==> images/density.png <==
Scale: 2 px per um. 13 x 14 tiles, from black (low) to pale yellow (high), 0 to 100% covered.
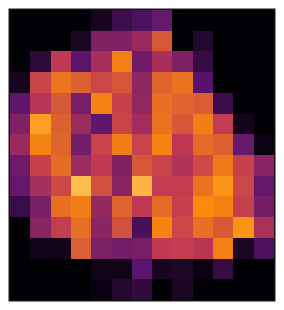
==> images/zoom.png <==
Region (53, 60) to (78, 85) um. Cells in gray, sequential cells in the stronger gray; small squares are vias.
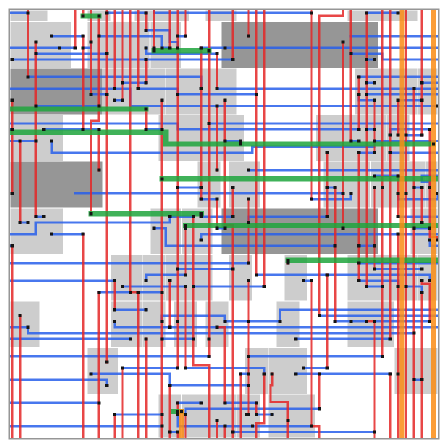
==> images/clock_map.png <==
Scale: 4 px per um.
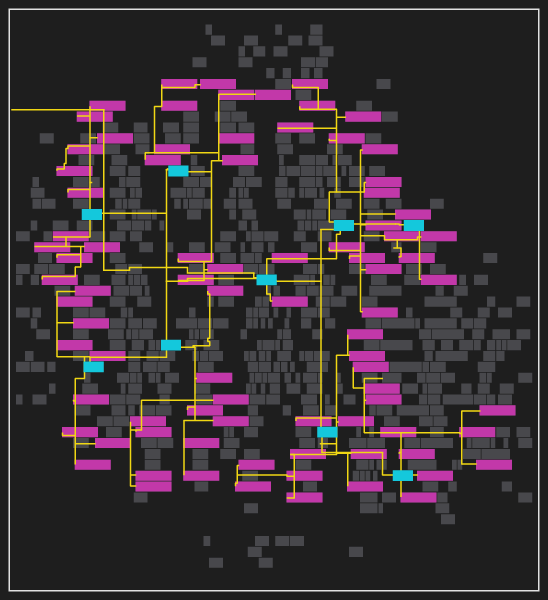
## src/rtl/wb_queue.sv

```systemverilog
// wb_queue: circular writeback FIFO between execute/memory and the register file,
// with combinational youngest-entry forwarding to decode.
module wb_queue #(
    parameter int DEPTH = 4
) (
    input  logic                       clk,
    input  logic                       reset_n,
    input  logic                       wb_valid,
    input  logic [2:0]                 wb_dest,
    input  logic [15:0]                wb_data,
    output logic                       wb_ready,
    input  logic                       rf_stall,
    output logic                       rf_load,
    output logic [2:0]                 rf_dest,
    output logic [15:0]                rf_in,
    input  logic [2:0]                 fwd_reg,
    output logic                       fwd_hit,
    output logic [15:0]                fwd_data,
    output logic [$clog2(DEPTH):0]     count,
    output logic                       overflow
);
    localparam int AW = $clog2(DEPTH);
    localparam int CW = AW + 1;

    logic [2:0]    dest_q [DEPTH];
    logic [2:0]    dest_d [DEPTH];
    logic [15:0]   data_q [DEPTH];
    logic [15:0]   data_d [DEPTH];
    logic [AW-1:0] head_q, head_d, tail_q, tail_d;
    logic [CW-1:0] count_q, count_d;
    logic          overflow_q, overflow_d;
    logic          not_empty, push;
    logic [AW-1:0] idx;

    always_comb begin
        dest_d     = dest_q;
        data_d     = data_q;
        head_d     = head_q;
        tail_d     = tail_q;
        overflow_d = overflow_q;
        not_empty  = count_q != '0;
        wb_ready   = count_q < CW'(DEPTH);
        rf_load    = not_empty && !rf_stall;
        rf_dest    = not_empty ? dest_q[head_q] : '0;
        rf_in      = not_empty ? data_q[head_q] : '0;
        push       = wb_valid && wb_ready;
        if (push) begin
            dest_d[tail_q] = wb_dest;
            data_d[tail_q] = wb_data;
            tail_d         = tail_q + AW'(1);
        end
        if (wb_valid && !wb_ready) overflow_d = 1'b1;
        if (rf_load) head_d = head_q + AW'(1);
        count_d = count_q + CW'(push) - CW'(rf_load);
        // Walk oldest to youngest so the last match left standing is the youngest.
        fwd_hit  = 1'b0;
        fwd_data = '0;
        idx      = '0;
        for (int i = 0; i < DEPTH; i++) begin
            idx = head_q + AW'(i);
            if (CW'(i) < count_q && dest_q[idx] == fwd_reg) begin
                fwd_hit  = 1'b1;
                fwd_data = data_q[idx];
            end
        end
        count    = count_q;
        overflow = overflow_q;
    end

    always_ff @(posedge clk or negedge reset_n) begin
        if (!reset_n) begin
            for (int i = 0; i < DEPTH; i++) begin
                dest_q[i] <= '0;
                data_q[i] <= '0;
            end
            head_q     <= '0;
            tail_q     <= '0;
            count_q    <= '0;
            overflow_q <= 1'b0;
        end else begin
            dest_q     <= dest_d;
            data_q     <= data_d;
            head_q     <= head_d;
            tail_q     <= tail_d;
            count_q    <= count_d;
            overflow_q <= overflow_d;
        end
    end
endmodule

```

## config.mk

```make
export PLATFORM = sky130hd
export DESIGN_NAME = wb_queue
export DESIGN_NICKNAME = d
export VERILOG_FILES = /design/src/rtl/wb_queue.sv
export SDC_FILE = /design/constraint.sdc
export NUM_CORES = 1
export LEC_CHECK = 0
export CAP_MARGIN = 20
export CORE_ASPECT_RATIO = 1.1
export CORE_UTILIZATION = 30
export CTS_BUF_LIST = sky130_fd_sc_hd__clkbuf_4 sky130_fd_sc_hd__clkbuf_8
export DETAILED_ROUTE_END_ITERATION = 16
export GPL_TIMING_DRIVEN = 0
export PLACE_DENSITY = 0.59
export SETUP_SLACK_MARGIN = 0.5
export SLEW_MARGIN = 20
export SYNTH_ARGS = -nofsm -noshare
export SYNTH_HDL_FRONTEND = slang
export SYNTH_SLANG_ARGS = --single-unit
```

## constraint.sdc

```tcl
create_clock -name clk -period 5.7 [get_ports clk]
set_clock_uncertainty 0.05 [all_clocks]
set_input_delay 1.14 -clock clk [delete_from_list [all_inputs] [get_ports clk]]
set_output_delay 1.14 -clock clk [all_outputs]
set_load 0.05 [all_outputs]
```

==> results.py <==
# Flow results
metrics = {
    "finish": {
        "final_cell_mix": "mux2_2, dfrtp_1, mux2i_1",
        "multi_input_comb_cells": 359,
        "largest_class": "combinational gates",
        "inv_count": 10,
        "comb_area_share_pct": 48.7,
        "flop-count": 84,
    },
    "timing": {
        "fin_crit_ns": 5.08,
    },
    "clock_tree": {
        "clk_pin_slew_ns": 0.07,
        "cts.sinks": 84,
        "ctsHoldBuffers": 0,
    },
    "global_routing": {
        "grt_use_total_pct": 17.6,
        "overflow": 0,
    },
    "status": {
        "status": "finished, final reports clean",
    },
    "setup_path": {
        "max_stage_delay_ns": 0.53,
        "critPathBufInv": 4,
    },
    "synthesis": {
        "yosys_area_um2": 5580,
        "synth.avg_cell_area_um2": 11.4,
    },
    "die": {
        "taps": 238,
    },
    "placement": {
        "hpwl_um": 11800,
    },
}
Notes on density.png above:
fullest tile: 86%
mean over tiles: 34%
tiles over 75% full: 2.7%
densest ninth of the die: middle

Notes on zoom.png above:
legend:
  blue:
    layer: met1
  orange:
    layer: met4
  red:
    layer: met2
  green:
    layer: met3
netlist names of flops here include: `data_q` (4)
cells with their middle in the window: 42
sequential cells in the window: 4
most frequent: buf_2 (5), buf_4 (5), mux2_2 (5)

Notes on clock_map.png above:
legend:
  magenta:
    item: flip-flops
    count: 84
  cyan:
    item: cells driving clock nets
    count: 9
  yellow:
    item: clock wires
    length: 1,210 um
routed clock nets: 10

[what timing repair did]
item	in CTS	in global routing
setup buffers	4	2
pin swaps	1	1
setup endpoints to repair	16	15
resized	26	34
gates cloned	0	0
[synth_stat cells, drive strengths merged]
cell type	number
mux2	121
dfrtp	84
mux2i	56
a221oi	29
nand2	27
nor2	21
buf	20
nor2b	19
a21oi	17
o21ai	17
clkbuf	14
inv	10
mux4	10
xnor2	10
ha	8
xor2	4
nand2b	3
nor3	3
or2	2
a211oi	1
a21o	1
a311oi	1
fa	1
nand3	1
nor4	1
o2111a	1
o2111ai	1
o211ai	1
o21bai	1
o31ai	1
or3b	1
[sequential cells by signal, indices dropped and copies added, names as in the netlist]
| name | cells |
|---|---|
| overflow | 1 |
| count | 3 |
| head_q | 2 |
| data_q | 64 |
| tail_q | 2 |
| dest_q | 12 |
[through the flow]
step	worst slack (ns)	std cells	util (%)	area [um^2]
after floorplan	1.08	487	-	5580
final	0.616	815	37.5	6730
after global routing	0.451	815	37.5	6730
after global placement	0.101	792	36.5	6540
after CTS	0.411	813	37.7	6760
after detailed placement	0.106	793	36.6	6560
[final timing paths]
path	endpoint	slack (ns)	startpoint
setup / recovery	fwd_data[13]	0.62	fwd_reg[2]
max in group asynchronous	data_q[35]	4.26	reset_n
hold / removal	overflow	0.40	overflow
hold reg to reg	overflow	0.40	overflow
setup reg to reg	count[2]	2.83	count[1]
min in group asynchronous	count[1]	0.72	reset_n
